===== src/rtl/muldiv_issue_ctrl_if.sv =====
// Signal bundle between the mul/div issue controller and the EX stage, the shared
// mul/div responder and the regfile writeback port.
interface muldiv_issue_ctrl_if #(
    parameter int unsigned XLEN       = 32,
    parameter int unsigned NUM_HARTS  = 4,
    parameter int unsigned HART_ID_W  = 2,
    parameter int unsigned REG_ADDR_W = 5,
    parameter int unsigned OP_W       = 3
);
    logic                  req_valid;
    logic                  req_ready;
    logic [OP_W-1:0]       req_op;
    logic [XLEN-1:0]       req_a;
    logic [XLEN-1:0]       req_b;
    logic [HART_ID_W-1:0]  req_hart_id;
    logic [REG_ADDR_W-1:0] req_rd;

    logic                  md_start;
    logic [OP_W-1:0]       md_op;
    logic [XLEN-1:0]       md_a;
    logic [XLEN-1:0]       md_b;
    logic [HART_ID_W-1:0]  md_hart_id;
    logic [REG_ADDR_W-1:0] md_rd;
    logic                  md_busy;
    logic                  md_done;
    logic [XLEN-1:0]       md_result;
    logic [HART_ID_W-1:0]  md_done_hart_id;
    logic [REG_ADDR_W-1:0] md_done_rd;

    logic                  wb_valid;
    logic                  wb_ready;
    logic [XLEN-1:0]       wb_data;
    logic [HART_ID_W-1:0]  wb_hart_id;
    logic [REG_ADDR_W-1:0] wb_rd;

    logic [NUM_HARTS-1:0]  hart_pending;
    logic                  err;

    // master is the issue controller; slave is everything around it
    modport master (
        input  req_valid, req_op, req_a, req_b, req_hart_id, req_rd,
        input  md_busy, md_done, md_result, md_done_hart_id, md_done_rd,
        input  wb_ready,
        output req_ready,
        output md_start, md_op, md_a, md_b, md_hart_id, md_rd,
        output wb_valid, wb_data, wb_hart_id, wb_rd,
        output hart_pending, err
    );

    modport slave (
        output req_valid, req_op, req_a, req_b, req_hart_id, req_rd,
        output md_busy, md_done, md_result, md_done_hart_id, md_done_rd,
        output wb_ready,
        input  req_ready,
        input  md_start, md_op, md_a, md_b, md_hart_id, md_rd,
        input  wb_valid, wb_data, wb_hart_id, wb_rd,
        input  hart_pending, err
    );
endinterface


===== src/rtl/muldiv_issue_ctrl.sv =====
// Multi-hart mul/div initiator: in-order request FIFO, single-op issue to the shared
// responder, one-entry writeback buffer, per-hart pending scoreboard and sticky error.
module muldiv_issue_ctrl #(
    parameter int unsigned XLEN       = 32,
    parameter int unsigned NUM_HARTS  = 4,
    parameter int unsigned HART_ID_W  = 2,
    parameter int unsigned REG_ADDR_W = 5,
    parameter int unsigned OP_W       = 3
) (
    input logic                 clk,
    input logic                 rst_n,
    muldiv_issue_ctrl_if.master bus
);
    localparam int unsigned IDX_W = $clog2(NUM_HARTS);
    localparam int unsigned PTR_W = IDX_W + 1;

    typedef struct packed {
        logic [OP_W-1:0]       op;
        logic [XLEN-1:0]       a;
        logic [XLEN-1:0]       b;
        logic [HART_ID_W-1:0]  hart;
        logic [REG_ADDR_W-1:0] rd;
    } entry_t;

    entry_t                fifo_mem [NUM_HARTS];
    logic [PTR_W-1:0]      wr_ptr_q;
    logic [PTR_W-1:0]      rd_ptr_q;
    logic                  inflight_q;
    logic [HART_ID_W-1:0]  iss_hart_q;
    logic [REG_ADDR_W-1:0] iss_rd_q;
    logic                  wb_valid_q;
    logic [XLEN-1:0]       wb_data_q;
    logic [HART_ID_W-1:0]  wb_hart_q;
    logic [REG_ADDR_W-1:0] wb_rd_q;
    logic [NUM_HARTS-1:0]  pending_q;
    logic [NUM_HARTS-1:0]  pending_d;
    logic                  err_q;

    logic   fifo_empty;
    logic   fifo_full;
    logic   req_ready_c;
    logic   md_start_c;
    logic   push;
    logic   wb_fire;
    logic   done_ok;
    logic   done_bad;
    entry_t head;

    // Handshake decode; pending is the registered copy so a same-cycle writeback
    // never lets the same hart back in early.
    always_comb begin
        fifo_empty  = (wr_ptr_q == rd_ptr_q);
        fifo_full   = (wr_ptr_q[IDX_W] != rd_ptr_q[IDX_W]) &&
                      (wr_ptr_q[IDX_W-1:0] == rd_ptr_q[IDX_W-1:0]);
        head        = fifo_mem[rd_ptr_q[IDX_W-1:0]];
        req_ready_c = !fifo_full && !pending_q[bus.req_hart_id];
        push        = bus.req_valid && req_ready_c;
        wb_fire     = wb_valid_q && bus.wb_ready;
        md_start_c  = !fifo_empty && !inflight_q && !bus.md_busy && (!wb_valid_q || bus.wb_ready);
        done_ok     = bus.md_done && inflight_q;
        done_bad    = (bus.md_done && !inflight_q) ||
                      (done_ok && ((bus.md_done_hart_id != iss_hart_q) || (bus.md_done_rd != iss_rd_q)));
    end

    // Writeback clears the draining hart, accept marks the requesting one
    always_comb begin
        pending_d = pending_q;
        if (wb_fire) pending_d[wb_hart_q] = 1'b0;
        if (push)    pending_d[bus.req_hart_id] = 1'b1;
    end

    // FIFO storage carries no reset; only the pointers define occupancy
    always_ff @(posedge clk) begin
        if (push) begin
            fifo_mem[wr_ptr_q[IDX_W-1:0]] <= '{op:   bus.req_op,
                                              a:    bus.req_a,
                                              b:    bus.req_b,
                                              hart: bus.req_hart_id,
                                              rd:   bus.req_rd};
        end
    end

    always_ff @(posedge clk or negedge rst_n) begin
        if (!rst_n) begin
            wr_ptr_q   <= '0;
            rd_ptr_q   <= '0;
            inflight_q <= 1'b0;
            iss_hart_q <= '0;
            iss_rd_q   <= '0;
            wb_valid_q <= 1'b0;
            wb_data_q  <= '0;
            wb_hart_q  <= '0;
            wb_rd_q    <= '0;
            pending_q  <= '0;
            err_q      <= 1'b0;
        end else begin
            pending_q <= pending_d;
            if (push) wr_ptr_q <= wr_ptr_q + PTR_W'(1);
            if (md_start_c) begin
                rd_ptr_q   <= rd_ptr_q + PTR_W'(1);
                iss_hart_q <= head.hart;
                iss_rd_q   <= head.rd;
            end
            if (md_start_c)   inflight_q <= 1'b1;
            else if (done_ok) inflight_q <= 1'b0;
            // A result landing during a drain reloads the buffer and keeps it valid
            if (done_ok) begin
                wb_valid_q <= 1'b1;
                wb_data_q  <= bus.md_result;
                wb_hart_q  <= bus.md_done_hart_id;
                wb_rd_q    <= bus.md_done_rd;
            end else if (wb_fire) begin
                wb_valid_q <= 1'b0;
            end
            if (done_bad) err_q <= 1'b1;
        end
    end

    assign bus.req_ready    = req_ready_c;
    assign bus.md_start     = md_start_c;
    assign bus.md_op        = head.op;
    assign bus.md_a         = head.a;
    assign bus.md_b         = head.b;
    assign bus.md_hart_id   = head.hart;
    assign bus.md_rd        = head.rd;
    assign bus.wb_valid     = wb_valid_q;
    assign bus.wb_data      = wb_data_q;
    assign bus.wb_hart_id   = wb_hart_q;
    assign bus.wb_rd        = wb_rd_q;
    assign bus.hart_pending = pending_q;
    assign bus.err          = err_q;
endmodule


===== src/flat_wrapper.sv =====
// flat-port wrapper written by rule: the top's interface ports become plain ports
module muldiv_issue_ctrl_flat 
#(
    parameter int unsigned XLEN       = 32,
    parameter int unsigned NUM_HARTS  = 4,
    parameter int unsigned HART_ID_W  = 2,
    parameter int unsigned REG_ADDR_W = 5,
    parameter int unsigned OP_W       = 3
)
  (clk, rst_n, bus_req_valid, bus_req_op, bus_req_a, bus_req_b, bus_req_hart_id, bus_req_rd, bus_md_busy, bus_md_done, bus_md_result, bus_md_done_hart_id, bus_md_done_rd, bus_wb_ready, bus_req_ready, bus_md_start, bus_md_op, bus_md_a, bus_md_b, bus_md_hart_id, bus_md_rd, bus_wb_valid, bus_wb_data, bus_wb_hart_id, bus_wb_rd, bus_hart_pending, bus_err);
  muldiv_issue_ctrl_if #(.XLEN(XLEN), .NUM_HARTS(NUM_HARTS), .HART_ID_W(HART_ID_W), .REG_ADDR_W(REG_ADDR_W), .OP_W(OP_W)) bus_i ();
  input logic clk;
  input logic rst_n;
  input wire logic [$bits(bus_i.req_valid)-1:0] bus_req_valid;
  input wire logic [$bits(bus_i.req_op)-1:0] bus_req_op;
  input wire logic [$bits(bus_i.req_a)-1:0] bus_req_a;
  input wire logic [$bits(bus_i.req_b)-1:0] bus_req_b;
  input wire logic [$bits(bus_i.req_hart_id)-1:0] bus_req_hart_id;
  input wire logic [$bits(bus_i.req_rd)-1:0] bus_req_rd;
  input wire logic [$bits(bus_i.md_busy)-1:0] bus_md_busy;
  input wire logic [$bits(bus_i.md_done)-1:0] bus_md_done;
  input wire logic [$bits(bus_i.md_result)-1:0] bus_md_result;
  input wire logic [$bits(bus_i.md_done_hart_id)-1:0] bus_md_done_hart_id;
  input wire logic [$bits(bus_i.md_done_rd)-1:0] bus_md_done_rd;
  input wire logic [$bits(bus_i.wb_ready)-1:0] bus_wb_ready;
  output wire logic [$bits(bus_i.req_ready)-1:0] bus_req_ready;
  output wire logic [$bits(bus_i.md_start)-1:0] bus_md_start;
  output wire logic [$bits(bus_i.md_op)-1:0] bus_md_op;
  output wire logic [$bits(bus_i.md_a)-1:0] bus_md_a;
  output wire logic [$bits(bus_i.md_b)-1:0] bus_md_b;
  output wire logic [$bits(bus_i.md_hart_id)-1:0] bus_md_hart_id;
  output wire logic [$bits(bus_i.md_rd)-1:0] bus_md_rd;
  output wire logic [$bits(bus_i.wb_valid)-1:0] bus_wb_valid;
  output wire logic [$bits(bus_i.wb_data)-1:0] bus_wb_data;
  output wire logic [$bits(bus_i.wb_hart_id)-1:0] bus_wb_hart_id;
  output wire logic [$bits(bus_i.wb_rd)-1:0] bus_wb_rd;
  output wire logic [$bits(bus_i.hart_pending)-1:0] bus_hart_pending;
  output wire logic [$bits(bus_i.err)-1:0] bus_err;
  assign bus_i.req_valid = bus_req_valid;
  assign bus_i.req_op = bus_req_op;
  assign bus_i.req_a = bus_req_a;
  assign bus_i.req_b = bus_req_b;
  assign bus_i.req_hart_id = bus_req_hart_id;
  assign bus_i.req_rd = bus_req_rd;
  assign bus_i.md_busy = bus_md_busy;
  assign bus_i.md_done = bus_md_done;
  assign bus_i.md_result = bus_md_result;
  assign bus_i.md_done_hart_id = bus_md_done_hart_id;
  assign bus_i.md_done_rd = bus_md_done_rd;
  assign bus_i.wb_ready = bus_wb_ready;
  assign bus_req_ready = bus_i.req_ready;
  assign bus_md_start = bus_i.md_start;
  assign bus_md_op = bus_i.md_op;
  assign bus_md_a = bus_i.md_a;
  assign bus_md_b = bus_i.md_b;
  assign bus_md_hart_id = bus_i.md_hart_id;
  assign bus_md_rd = bus_i.md_rd;
  assign bus_wb_valid = bus_i.wb_valid;
  assign bus_wb_data = bus_i.wb_data;
  assign bus_wb_hart_id = bus_i.wb_hart_id;
  assign bus_wb_rd = bus_i.wb_rd;
  assign bus_hart_pending = bus_i.hart_pending;
  assign bus_err = bus_i.err;
  muldiv_issue_ctrl #(.XLEN(XLEN), .NUM_HARTS(NUM_HARTS), .HART_ID_W(HART_ID_W), .REG_ADDR_W(REG_ADDR_W), .OP_W(OP_W)) u_core (.clk(clk), .rst_n(rst_n), .bus(bus_i));
endmodule

===== config.mk =====
export PLATFORM = sky130hd
export DESIGN_NAME = muldiv_issue_ctrl_flat
export DESIGN_NICKNAME = d
export VERILOG_FILES = /design/src/rtl/muldiv_issue_ctrl_if.sv /design/src/rtl/muldiv_issue_ctrl.sv /design/src/flat_wrapper.sv
export SDC_FILE = /design/constraint.sdc
export NUM_CORES = 1
export LEC_CHECK = 0
export CORE_UTILIZATION = 40
export DETAILED_ROUTE_END_ITERATION = 10
export HOLD_SLACK_MARGIN = 0.05
export PLACE_DENSITY = 0.7
export SYNTH_ARGS = -nofsm -noshare
export SYNTH_HDL_FRONTEND = slang
export SYNTH_SLANG_ARGS = --single-unit
export TNS_END_PERCENT = 50

===== constraint.sdc =====
create_clock -name clk -period 5 [get_ports clk]
set_clock_uncertainty 0.15 [all_clocks]
set_input_delay 1 -clock clk [delete_from_list [all_inputs] [get_ports clk]]
set_output_delay 1 -clock clk [all_outputs]
set_load 0.1 [all_outputs]

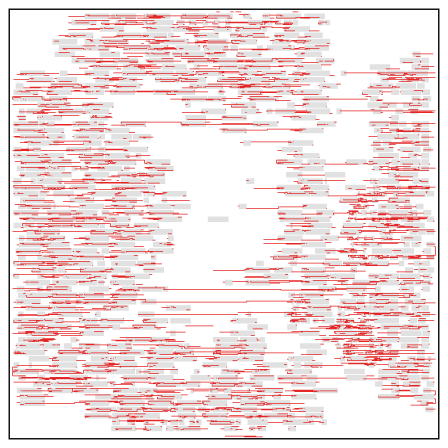
(images/m1.png)
- share of all routed wire: 40%
- wire length on this layer: 10,700 um

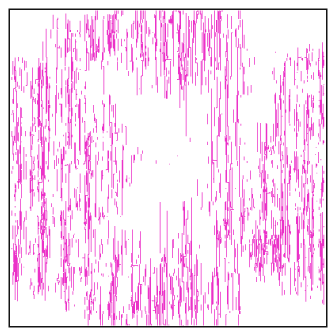
(images/m2.png)
- main direction: vertical
- share of all routed wire: 47%
- wire length on this layer: 12,500 um
- longest straight run: 114 um
- nets with wire on the layer: 902

==> notes.md <==
Physical design

The flow ran to the end, and the final reports show no timing, DRC or antenna violations. For this run, the top clock speed supported by timing is ~260 MHz. In this run the cell area measured after placement is 0.01597 mm^2. The cell sequence reported for the critical path is buf_4 > mux4_2 > buf_4. The DRC violations left stands at 0. The kind of cell with the highest combined delay along the critical path is buffers and inverters.

The floorplan utilization stands at 40.63%. TritonCTS built the clock tree. The number of core rows stands at 66. Per STA, the endpoint of the critical path is bus_md_rd[1]. The global placer's final weighted congestion stands at 0.7347. The count of buffers inserted at the top-level ports stands at ~240. For reference, the most critical setup path is categorized as reg -> out. The clock-pin slew reported for the worst setup and hold paths after clock tree synthesis stands at 0.06 ns. The layout summary lists the proportion of cells stronger than drive strength 1 as 30.50%.

The buffer-and-inverter tally for the worst setup path stands at 2. The actual transition at the worst max-transition pin stands at 1.018 ns. STA reports the tightest min-delay check as being of type in -> async.

The data required time at the worst endpoint stands at 3.85 ns. At the end of the flow, the number of nets in the layout was 976. The post-place setup slack stands at approximately 1.2 ns. The path depth of the worst reg2reg path stands at 5.

The fraction of the cycle the final worst path needs stands at 76.72%. The post-synth register bit count is 355. In the Yosys report the total cell count is between 500 and 600. After legalization and detailed placement, the total HPWL measured 16,950 um.

The worst setup path is launched from a flip-flop. The number of standard cells after synthesis stands at 585. Per the post-synthesis report, the nets total 709.

The largest net degree at the start of global routing stands at ~75. The library cells used most frequently in the layout, excluding fill and tap cells, are sky130_fd_sc_hd__edfxtp_1 (296), sky130_fd_sc_hd__clkdlybuf4s50_1 (162), sky130_fd_sc_hd__buf_4 (84). The aggregate global-route resource usage stands at 15.92%. The number of different library cells in the post-synthesis netlist stands at 39. The setup TNS stands at 0 ns. Counting flops with a built-in enable in the synthesized netlist gives just under 300. The number of setup violations in the final report stands at 0.

By instance count after routing, the leading logic cell type is sky130_fd_sc_hd__edfxtp_1. The DRC marker count from the first detailed-route iteration stands at 416. The number of antenna violations at the first check in global routing came to 2. The number of maximum-capacitance violations recorded for the run is 0.

The core region is 0.03245 mm^2. By instance count, the cell type seen most on the critical path is sky130_fd_sc_hd__buf_4. The post-CTS hold buffer count recorded in the log is 0.

Looking at the critical path, the highest net fanout was 53. TritonCTS created 38 clock buffers. The share of flip-flops with an asynchronous set or reset stands at ~17%. After detailed placement, the design holds a cell count of roughly 1,300. The tightest hold path in the finished design has a slack of ~0.22 ns. The flip-flop and latch area stands at ~0.010 mm^2. The clock passes through at most 3 buffers. Per the CTS log, the root buffer master is sky130_fd_sc_hd__clkbuf_16. The wire length of the first global-routing pass stands at slightly above 40,000 um. Setup repair after global routing left no endpoint under its margin.

Measured on the finished design, the core utilization comes to 53.00%. The synthesized area per cell stands at ~23 um^2. For this run, the leading register cell type out of synthesis is sky130_fd_sc_hd__edfxtp_1. The height of the chip stands at 183.6 um. The I/O pin count stands at approximately 240. The clock drives 355 sinks.

The adder-cell area share of the yosys netlist stands at 0.4745%. The final instance area stands at about 0.017 mm^2. The detail-routed via count per cell stands at 4.931.

The post-cts repair resize count stands at 0. The worst max-slew margin expressed relative to the limit stands at 31.95%. The number of buffers inserted by post-CTS setup repair stands at 0. The critical path crosses 3 cells after its start point.

In this run the number of H-tree levels came out at 2. The routed length per placed instance stands at approximately 20 um. The area added between synthesis and finish stands at 30.46%.

The mux contribution to synthesized area stands at between 10% and 20%. Across all setup checks in the final design, the least slack found is about 1.2 ns. After synthesis the cells add up to 0.01319 mm^2. Per the layout area report, the combinational gate area comes to between 0.002 and 0.003 mm^2.

The fraction of the mapped netlist area in simple logic gates stands at under 10%. The worst setup path is captured at a primary output. The number of global-route vias before repair came to 7,112. STA lists the endpoint of the worst register-to-register path as u_core.fifo_mem[1][27].

The Yosys step of the flow raised 0 warnings. The count of final hold-check violations stands at 0. After synthesis, flip-flops and latches occupy 78.61% of the total area.
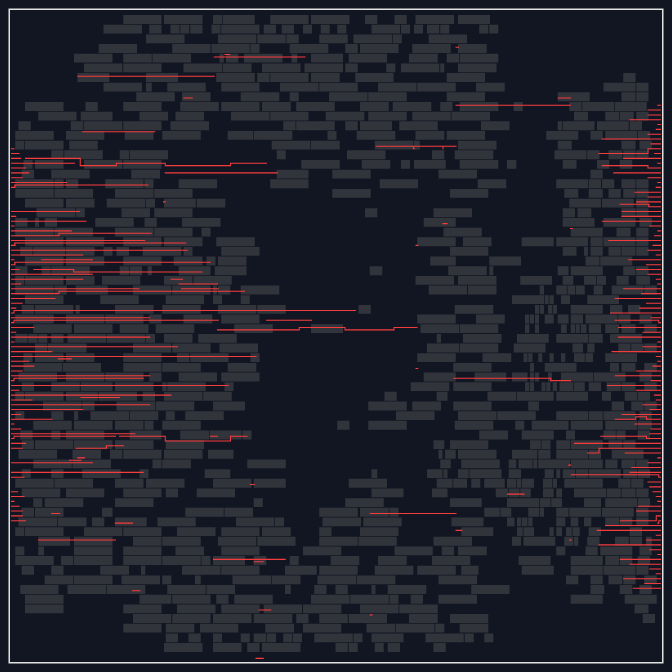
(images/m3.png)
- longest straight run: 96.1 um
- nets with wire on the layer: 188
met3 track demand over resource in global routing: 6.438%
total detailed-routing wirelength: 26,390 um
total via count in the routed design: 6,533

==> Yosys cell counts (2+ instances only) <==
master	count	share of area (%)
sky130_fd_sc_hd__and2_1	3	0.14
sky130_fd_sc_hd__buf_1	2	0.057
sky130_fd_sc_hd__buf_2	8	0.30
sky130_fd_sc_hd__buf_4	7	0.40
sky130_fd_sc_hd__clkbuf_1	6	0.17
sky130_fd_sc_hd__dfrtp_1	59	11
sky130_fd_sc_hd__edfxtp_1	296	67
sky130_fd_sc_hd__ha_1	5	0.47
sky130_fd_sc_hd__inv_1	6	0.17
sky130_fd_sc_hd__mux2_2	39	3.3
sky130_fd_sc_hd__mux2i_1	3	0.23
sky130_fd_sc_hd__mux4_2	74	13
sky130_fd_sc_hd__nand2_1	29	0.83
sky130_fd_sc_hd__nand2b_1	2	0.095
sky130_fd_sc_hd__nand4_1	2	0.095
sky130_fd_sc_hd__nor2_1	4	0.11
sky130_fd_sc_hd__o21ai_0	5	0.19
sky130_fd_sc_hd__o31ai_1	2	0.11
sky130_fd_sc_hd__o41ai_1	2	0.13
sky130_fd_sc_hd__xnor2_1	12	0.80
==> metal layers <==
metal	track usage (%)	vias to the layer above	part of all wire, %
met2	25.85	236	47
li1	-	2918	-
met5	0	-	0.042
met1	19.75	3335	40
met4	4.233	2	1.9
met3	6.438	42	10
==> area by class of cell <==
class                           instances  share of cell area (%)
Inverter                                7                  0.1527
Clock buffer                           53                   6.219
Multi-Input combinational cell        199                   15.59
Tap cell                              442                   3.215
Antenna cell                            1                 0.01455
Timing Repair Buffer                  251                   13.59
Sequential cell                       355                   60.30
Clock inverter                         17                  0.9238
